[src/rtl/multi_channel_producer.sv]
// Purpose : per-channel traffic generator (incrementing address, tagged sequence ID) plus per-channel flush pulses.
// Latency : all outputs registered; an input change is reflected one clk edge later.
// Backpressure: in_stall[i] freezes channel i (address, ID, valid, seq, gap); flushes ignore stall.
//
// Ports:
//   clk, reset_n            clock, asynchronous active-low reset
//   in_stall, ch_enable     per-channel freeze / issue enable
//   flush_req(_ch/_id)      single-cycle external flush request, target channel and ID
//   out_address/out_id      packed per-channel request address / ID, with out_valid
//   flush/flush_id          packed per-channel one-cycle flush pulse and its ID
//   flush_busy              scheduled flush displaced by an external flush and waiting
module multi_channel_producer #(
   parameter int              NUM_CH      = 2,
   parameter int              ADDR_W      = 32,
   parameter int              ID_W        = 8,
   parameter int              SEQ_W       = 4,
   parameter int              STRIDE      = 4,
   parameter int              ISSUE_GAP   = 0,
   parameter int              FLUSH_DELAY = 44,
   parameter int              FLUSH_CH    = 0,
   parameter logic [ID_W-1:0] FLUSH_ID    = 8'h16
) (
   input  logic                     clk,
   input  logic                     reset_n,
   input  logic [NUM_CH-1:0]        in_stall,
   input  logic [NUM_CH-1:0]        ch_enable,
   input  logic                     flush_req,
   input  logic [2:0]               flush_req_ch,
   input  logic [ID_W-1:0]          flush_req_id,
   output logic [NUM_CH*ADDR_W-1:0] out_address,
   output logic [NUM_CH*ID_W-1:0]   out_id,
   output logic [NUM_CH-1:0]        out_valid,
   output logic [NUM_CH-1:0]        flush,
   output logic [NUM_CH*ID_W-1:0]   flush_id,
   output logic                     flush_busy
);

   localparam int TAG_W = ID_W - SEQ_W;
   localparam int GAP_W = (ISSUE_GAP > 0) ? $clog2(ISSUE_GAP + 1) : 1;
   localparam int CNT_W = (FLUSH_DELAY > 0) ? $clog2(FLUSH_DELAY + 1) : 1;

   // per-channel issue state
   logic [ADDR_W-1:0] addr_q [NUM_CH];
   logic [ADDR_W-1:0] addr_d [NUM_CH];
   logic [ID_W-1:0]   id_q   [NUM_CH];
   logic [ID_W-1:0]   id_d   [NUM_CH];
   logic [SEQ_W-1:0]  seq_q  [NUM_CH];
   logic [SEQ_W-1:0]  seq_d  [NUM_CH];
   logic [GAP_W-1:0]  gap_q  [NUM_CH];
   logic [GAP_W-1:0]  gap_d  [NUM_CH];
   logic [NUM_CH-1:0] vld_q;
   logic [NUM_CH-1:0] vld_d;

   // flush state
   logic [NUM_CH-1:0] flush_q;
   logic [NUM_CH-1:0] flush_d;
   logic [ID_W-1:0]   flush_id_q [NUM_CH];
   logic [ID_W-1:0]   flush_id_d [NUM_CH];
   logic [CNT_W-1:0]  cnt_q;
   logic [CNT_W-1:0]  cnt_d;
   logic              issued_q;
   logic              issued_d;
   logic              busy_q;
   logic              busy_d;

   logic              ext_ok;
   logic              sched_due;
   logic              collide;

   // ---------------------------------------------------------------
   // Per-channel issue
   // ---------------------------------------------------------------
   always_comb begin
      for (int i = 0; i < NUM_CH; i++) begin
         addr_d[i] = addr_q[i];
         id_d[i]   = id_q[i];
         seq_d[i]  = seq_q[i];
         gap_d[i]  = gap_q[i];
         vld_d[i]  = vld_q[i];
         if (!in_stall[i]) begin
            if (gap_q[i] != '0) begin
               vld_d[i] = 1'b0;
               gap_d[i] = gap_q[i] - GAP_W'(1);
            end else if (!ch_enable[i]) begin
               vld_d[i] = 1'b0;
            end else begin
               addr_d[i] = addr_q[i] + ADDR_W'(STRIDE);
               seq_d[i]  = seq_q[i] + SEQ_W'(1);
               // tag is the 1-based channel number so channel 0 never emits tag 0
               id_d[i]   = {TAG_W'(i + 1), seq_q[i] + SEQ_W'(1)};
               vld_d[i]  = 1'b1;
               gap_d[i]  = GAP_W'(ISSUE_GAP);
            end
         end
      end
   end

   // ---------------------------------------------------------------
   // Flush generation: external request wins over the scheduled one
   // ---------------------------------------------------------------
   always_comb begin
      ext_ok    = flush_req && (32'(flush_req_ch) < NUM_CH);
      sched_due = (cnt_q == '0) && !issued_q;
      collide   = sched_due && ext_ok && (flush_req_ch == 3'(FLUSH_CH));

      cnt_d    = (cnt_q != '0) ? cnt_q - CNT_W'(1) : cnt_q;
      issued_d = issued_q;
      busy_d   = 1'b0;
      flush_d  = '0;
      for (int i = 0; i < NUM_CH; i++) begin
         flush_id_d[i] = '0;
         if (ext_ok && (flush_req_ch == 3'(i))) begin
            flush_d[i]    = 1'b1;
            flush_id_d[i] = flush_req_id;
         end
      end

      if (sched_due) begin
         if (collide) begin
            // stay due; retry on the next edge
            busy_d = 1'b1;
         end else begin
            flush_d[FLUSH_CH]    = 1'b1;
            flush_id_d[FLUSH_CH] = FLUSH_ID;
            issued_d             = 1'b1;
         end
      end
   end

   // ---------------------------------------------------------------
   // State registers
   // ---------------------------------------------------------------
   always_ff @(posedge clk or negedge reset_n) begin
      if (!reset_n) begin
         for (int i = 0; i < NUM_CH; i++) begin
            addr_q[i]     <= '0;
            id_q[i]       <= '0;
            seq_q[i]      <= '0;
            gap_q[i]      <= '0;
            flush_id_q[i] <= '0;
         end
         vld_q    <= '0;
         flush_q  <= '0;
         cnt_q    <= CNT_W'(FLUSH_DELAY);
         issued_q <= 1'b0;
         busy_q   <= 1'b0;
      end else begin
         for (int i = 0; i < NUM_CH; i++) begin
            addr_q[i]     <= addr_d[i];
            id_q[i]       <= id_d[i];
            seq_q[i]      <= seq_d[i];
            gap_q[i]      <= gap_d[i];
            flush_id_q[i] <= flush_id_d[i];
         end
         vld_q    <= vld_d;
         flush_q  <= flush_d;
         cnt_q    <= cnt_d;
         issued_q <= issued_d;
         busy_q   <= busy_d;
      end
   end

   // ---------------------------------------------------------------
   // Output packing
   // ---------------------------------------------------------------
   for (genvar g = 0; g < NUM_CH; g++) begin : g_pack
      assign out_address[g*ADDR_W +: ADDR_W] = addr_q[g];
      assign out_id[g*ID_W +: ID_W]          = id_q[g];
      assign flush_id[g*ID_W +: ID_W]        = flush_id_q[g];
   end

   assign out_valid  = vld_q;
   assign flush      = flush_q;
   assign flush_busy = busy_q;

endmodule

[config.mk]
export PLATFORM = sky130hd
export DESIGN_NAME = multi_channel_producer
export DESIGN_NICKNAME = d
export VERILOG_FILES = /design/src/rtl/multi_channel_producer.sv
export SDC_FILE = /design/constraint.sdc
export NUM_CORES = 1
export LEC_CHECK = 0
export CAP_MARGIN = 20
export CELL_PAD_IN_SITES_DETAIL_PLACEMENT = 2
export CELL_PAD_IN_SITES_GLOBAL_PLACEMENT = 2
export CORE_MARGIN = 2
export CORE_UTILIZATION = 30
export CTS_CLUSTER_DIAMETER = 120
export CTS_CLUSTER_SIZE = 12
export DETAILED_ROUTE_END_ITERATION = 8
export GPL_TIMING_DRIVEN = 0
export PLACE_DENSITY = 0.87
export SYNTH_ARGS = -nofsm -noshare
export SYNTH_HDL_FRONTEND = slang
export SYNTH_SLANG_ARGS = --single-unit
[constraint.sdc]
create_clock -name clk -period 1.85 [get_ports clk]
set_input_delay 0.37 -clock clk [delete_from_list [all_inputs] [get_ports clk]]
set_output_delay 0.37 -clock clk [all_outputs]
set_load 0.02 [all_outputs]
density.png
The die is cut into 12 by 12 equal tiles; white is low, dark blue is high, 0 to 100% covered.
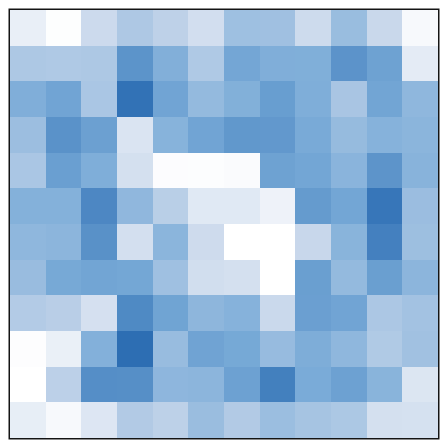
- densest ninth of the die: east
- nearly empty tiles: 5.6%
- tiles over 75% full: 0.70%
fin util: 43.4%
placeable core region: 0.0138 sq mm
FP Core Util: 30.7%

met1.png
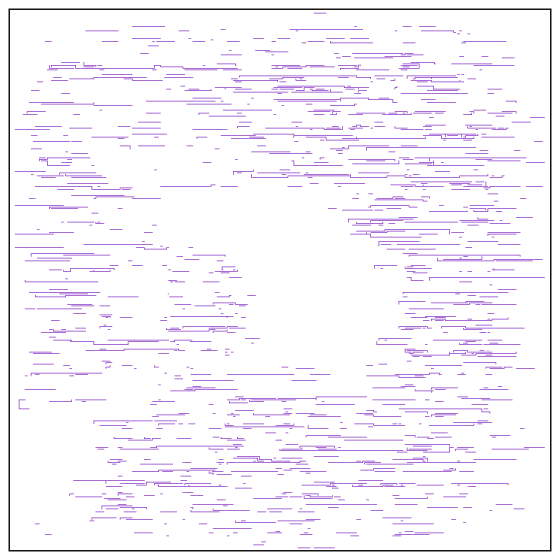
- share of all routed wire: 40%
- wire length on this layer: 4,440 um
global-route track usage on met1: 18.0%
Final Routed Wirelength: 11,200 um
count of vias placed by the detailed router: 3,151

==> results.cfg <==
; physical design summary
[clock_tree]
cts_repair_resize_count = 6
htreeDepth = 3
clk_transition_reported_paths_ps = 70

[run_status]
run_status = completed

[worst_setup_path]
timing.reg2reg.worst_path_depth = 4
crit_path_launch = out_address[50]
endpoint = out_address[50]
critPathMaxStageDelay_ps = 640
cp_max_fo = 5
critPathRequiredTime_ps = 1480
startpoint_type = register
worstPathBufferInverterCount = 1
r2r_start = out_address[38]
critPathKind = reg -> out

[synthesis]
yosys-mux-area-fraction_pct = 0.531
enable_flop_cells = 0
synth-seq-cells = 98
synthCells = 354
netlist_top_cells_area = sky130_fd_sc_hd__dfrtp_1 56%, sky130_fd_sc_hd__xnor2_1 12%, sky130_fd_sc_hd__nand3_1 3.3%
synthesis.area_sq_mm = 0.00424
synth-seq-area-share_pct = 57.9

[detailed_routing]
postRouteAntennaNets = 0

[timing]
rsz0062_at_grt = no
tns_ps = 0
slew-limit-headroom_pct = 55.4
final_hold_vio_count = 0
hold-worst-slack_ps = 69.6

[cells_and_area]
stdcell_area_sq_mm = 0.00600
final_net_count = 511
diodes = 0
dominant_logic_cell_type_in_the_layout = sky130_fd_sc_hd__dfrtp_1
area.growth.synth_to_final_pct = 41.4
final_cells = 671

[power_and_ir_drop]
share_clk_of_total_power_pct = 33.4
comb_power_share_pct = 20.9
power_switching_mw = 1.72
dominant_power_group = sequential cells
share_seq_of_total_power_pct = 45.7
power_leakage_nw = 2.92
post-layout-total-power_mw = 5.85
power.density_mw_per_mm2 = 976

[die]
die_y_extent_um = 123
chipArea_sq_mm = 0.0151

[place]
place.detailed.instances = 652
placed_cell_area_sq_mm = 0.00561
placement.setup.worst_slack_ps = -287

[global_routing]
grt_pass1_wl_um = 18300

[job]
drv_cap = 0
number_of_warnings_in_the_stage_logs = 27
met2.png
Cells faint in the background.
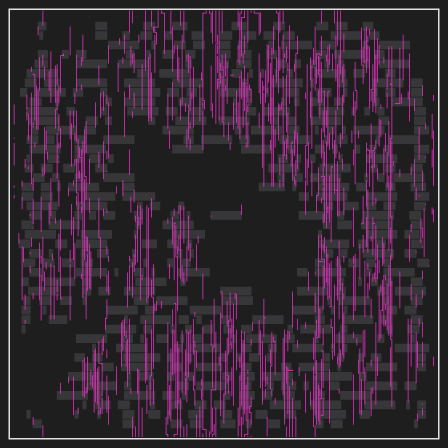
- wire length on this layer: 6,020 um
- longest straight run: 44.9 um
- share of all routed wire: 54%
met2 track utilization from global routing: 27.7%

registers.png
Other sequential cells in the stronger gray, the rest of the logic in the fainter gray.
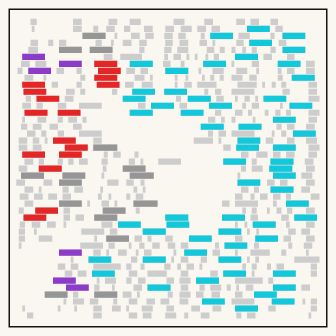
- purple: seq_q (sequential cells 6)
- cyan: out_address (sequential cells 60)
- red: flush_id (sequential cells 16)
- not colored: 16
area taken by flip-flops and latches: 0.00246 sq mm
Seq group: 2.67 mW

[synth_stat cells (all sizes together), types with 9 or more instances]
cell and number:
nand2 35, nor2 9, nand3 29, nand4 21, and2 16, xnor2 58
nor4 9, xor2 9, dfrtp 95, buf 11, nor3 9
[per-layer routing]
layer,global-route usage [%],vias to the layer above,share of wire (%)
met5,0,-,0
met4,5.39,0,1.3
met3,4.34,10,5.2
met2,27.7,72,54
met1,18.0,1614,40
li1,-,1455,-
[layout make-up]
class | count | area [sq um]
clock buffers | 12 | 236
plain buffers | 15 | 97.6
flip-flops and latches | 98 | 2460
multi-input cells | 246 | 1730
repair buffers | 113 | 1170
fillers | 1416 | 7830
well taps | 180 | 225
clock inverters | 3 | 65.1
inverters | 4 | 15.0
Power figures rest on the tool's default switching activity, not on a simulated workload.
